==> config.mk <==
export PLATFORM = sky130hd
export DESIGN_NAME = demux1_2_buf
export DESIGN_NICKNAME = d
export VERILOG_FILES = /design/src/rtl/demux1_2_buf.sv
export SDC_FILE = /design/constraint.sdc
export NUM_CORES = 1
export LEC_CHECK = 0
export CAP_MARGIN = 25
export CORE_MARGIN = 2
export CORE_UTILIZATION = 35
export DETAILED_ROUTE_END_ITERATION = 8
export PLACE_DENSITY_LB_ADDON = 0.1
export SYNTH_ARGS = -nofsm -noshare
export SYNTH_HDL_FRONTEND = slang
export SYNTH_SLANG_ARGS = --single-unit
==> constraint.sdc <==
create_clock -name clk -period 3.5 [get_ports clk]
set_input_delay 0.35 -clock clk [delete_from_list [all_inputs] [get_ports clk]]
set_output_delay 0.35 -clock clk [all_outputs]
set_load 0.01 [all_outputs]
Fig. 1: sequential cells grouped by signal name
Other sequential cells in the stronger grey, the rest of the logic in the fainter grey.
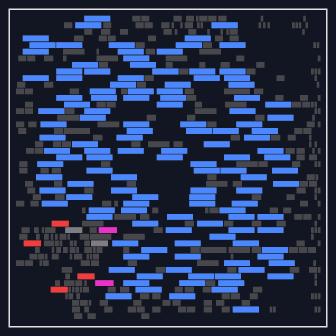
| colour | netlist name | placed flops |
|---|---|---|
| red | occ_q | 4 |
| magenta | rd_ptr_q | 2 |
| blue | mem_q | 128 |
not coloured: 2
Finished Core Util: 46.0%
Seq area share: 55.4%
sequential power: 1.80 mW
register area: 4010 um^2

Fig. 2: selected gate families
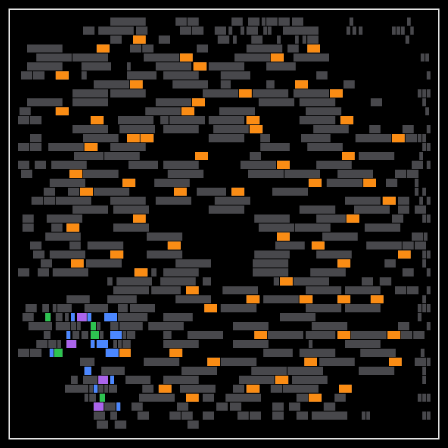
| colour | family | cells | where |
|---|---|---|---|
| purple | XOR/XNOR gates | 4 | south-west |
| green | inverting AOI/OAI gates | 5 | south-west |
| orange | multiplexers | 65 | all over the die |
| blue | NOR gates | 13 | south-west |
Finished Layout Cells: 672
combinational share of cell area: 17.5%
dominant logic cell type in the layout: edfxtp_1

==> GITHUB_STEP_SUMMARY <==
## PnR job results

| Metric | Value |
|---|---|
| CTS tree | `done` |
| Critical-path cell list | `mux2_2 > clkdlybuf4s50_1` |
| Vias in the first global route | `2743` |
| Worst slew margin | `38.6%` |
| XOR-XNOR Cells, Area Fraction | `0.630%` |
| First-pass GRT wire length | `15100 um` |
| Drt via density | `4.18` |
| AO/OA Area Share | `0.540%` |
| Slew @ Worst Pin | `0.922 ns` |
| Unrepaired setup endpoints after global routing | `false` |
| GRT Util Overall | `12.5%` |
| Buffers on Ports | `105` |
| # diodes | `0` |
| Hold depth | `2` |
| R2R depth | `4` |
| Initial antenna violation count | `0` |
| Die Size | `16900 um^2` |
| Gr ovfl total | `0` |
| R2r setup slk | `1.62 ns` |
| Distinct lib cells | `27` |
| TNS Setup | `0 ns` |
| Required time of the critical path | `3.15 ns` |
| Clock latency on the worst-skew pair | `0.41 ns` |
| CP max-delay cell | `dfxtp_2` |
| Pin count of the biggest net entering global routing | `34` |
| Clk root buf | `clkbuf_16` |
| Final worst setup slack | `0.878 ns` |
| Vias | `2811` |
| Top cells, area | `edfxtp_1 69%, mux2_2 13%, buf_4 8.6%` |
| IO Pins | `170` |
| Core area | `15700 um^2` |
| Max-slew violation count | `0` |
| Max Clk Rate | `0.381 GHz` |
| Log Warnings | `26` |
| Yosys adder share | `0.900%` |
| Yosys cell count | `325` |
| Max reg flops | `128` |
| YS warnings | `0` |
| Max-cap violation count | `0` |
| Setup crit start kind | `flop` |
| Dpl cell area | `6650 um^2` |
| Cell Pwr Density | `515 nW/um^2` |
| Critical path's largest stage delay | `0.93 ns` |
| Status | `completed` |
| DRT Wirelength | `10200 um` |
| Largest area contributor in the netlist | `edfxtp_1` |
| Design area | `7230 um^2` |
| Top logic family | `multiplexers` |
| Synth Seq Share | `72.0%` |
| Initial Util | `35.4%` |
| Worst Hold Class | `reg -> reg` |
| CTS Buf Count | `17` |
| # fillers | `1404` |
| Delay-heaviest family, CP | `flip-flops` |
| Final setup viols | `0` |
| Critical path class | `reg -> out` |
| Max FO, Critical Path | `33` |
| Dpl ws | `1.04 ns` |
| And+or+nand+nor area frac | `2.72%` |
| Layout Skew | `0.00694 ns` |
| Crit. End Element | `output pin` |
| Post-detail-place hpwl | `6430 um` |
| WP buf/inv | `1` |
| Share of cells above drive strength 1 | `23.7%` |
| CP arrival | `2.27 ns` |
| Syn Inst Count | `325` |
| # rows | `46` |
| Mapped Area | `5560 um^2` |
| 1st-iter DRT viols | `168` |
| Fin nets | `487` |
| DP Cell Count | `641` |
| H-tree Lvls | `4` |
| Postcts setup bufs | `0` |
| Syn Area/Cell | `17.1 um^2` |
| DRC Markers | `0` |
| Chip area line of the yosys report | `5560 um^2` |
| Drt pass-1 iters | `4` |
| Post-CTS resize count | `0` |
| Comb gate area | `1260 um^2` |
| Critical Path Stages | `2` |
| Clk buf depth | `2` |
| Routed Antenna Nets | `0` |
| Pleak | `2.53 nW` |
| Dominant cell area share | `69.1%` |
| Final Hold Vio Count | `0` |
| Die X | `130 um` |
| P&R area growth vs syn | `30.1%` |
| Sink Count | `136` |
| Post-synth mux share | `13.1%` |
| Fin crit share | `74.9%` |
| Yosys reg bits | `136` |
| Minimum clock period | `2.62 ns` |
| Routability cong. | `0.743` |
| Worst vdd ir | `0.244 mV` |
| Reg clk slew, reported paths | `0.06 ns` |
| CTS Hold Bufs | `0` |
| Chip Height | `130 um` |
| Routed len/inst | `15.2 um` |
-- logic make-up after synthesis --
kind of cell / Yosys count
compound gates: 5
simple gates: 31
flops: 136
mux: 65
other cells: 1
fa+ha+maj: 4
xor+xnor: 4
buf+inv: 79
-- cell usage after synthesis, drive strengths merged --
library cell	count
conb	1
edfxtp	128
xnor2	2
nand2	6
nor2	10
or2	4
nand3b	1
nor3	2
mux2	64
or3	2
o211ai	1
dfxtp	8
nand2b	1
ha	4
buf	73
inv	6
nor2b	1
xor2	2
a211oi	1
nand3	2
mux2i	1
and2	2
o21ai	3
-- tightest hold or removal path: stages, from the launching register on --
cell	delay [ns]
dfxtp_1	0.31
nand2_1	0.05
mux2i_1	0.06
-- metrics by stage --
step / hold WS (ns) / power (mW)
floorplan: 0.438 / 1.96
global placement: 0.449 / 2.00
detailed placement: 0.471 / 2.01
CTS: 0.478 / 3.78
global route: 0.528 / 3.87
finish: 0.475 / 3.73
-- cells in the final DEF (no fill, tap or decap), types with 2 or more instances in the layout --
cell type / n
inv_1: 6
ha_1: 4
dfxtp_1: 6
clkdlybuf4s50_1: 105
nor2_4: 2
bufinv_16: 3
nor2_1: 8
o21ai_0: 3
xor2_1: 2
conb_1: 64
xnor2_1: 2
clkbuf_16: 17
nor3_2: 2
clkinv_4: 2
and2_1: 2
clkinvlp_4: 2
buf_4: 5
edfxtp_1: 128
mux2_2: 64
nand2_1: 6
nand3_1: 2
or2_2: 3
clkinv_2: 4
dfxtp_2: 2
-- routing by layer --
metal | vias to the layer above | global-route usage [%] | share of wire [%]
li1 | 1301 | - | -
met3 | 15 | 4.67 | 6.7
met1 | 1372 | 16.0 | 44
met4 | 0 | 5.31 | 1.6
met2 | 123 | 19.4 | 48
met5 | - | 0 | 0
-- power breakdown --
part	total, mW	switching (mW)	internal, mW
Combinational	0.169	0.0908	0.0777
Sequential	1.80	0.00507	1.80
Clock	1.76	0.645	1.11
-- area by class of cell --
class / count / share of cell area (%)
sequential: 136 / 55.4
timing repair buffer: 110 / 15.0
clock inverter: 13 / 2.14
inverter: 6 / 0.311
tap: 216 / 3.74
clock buffer: 18 / 5.93
multi-input combinational: 173 / 17.5
Power figures rest on the tool's default switching activity, not on a simulated workload.
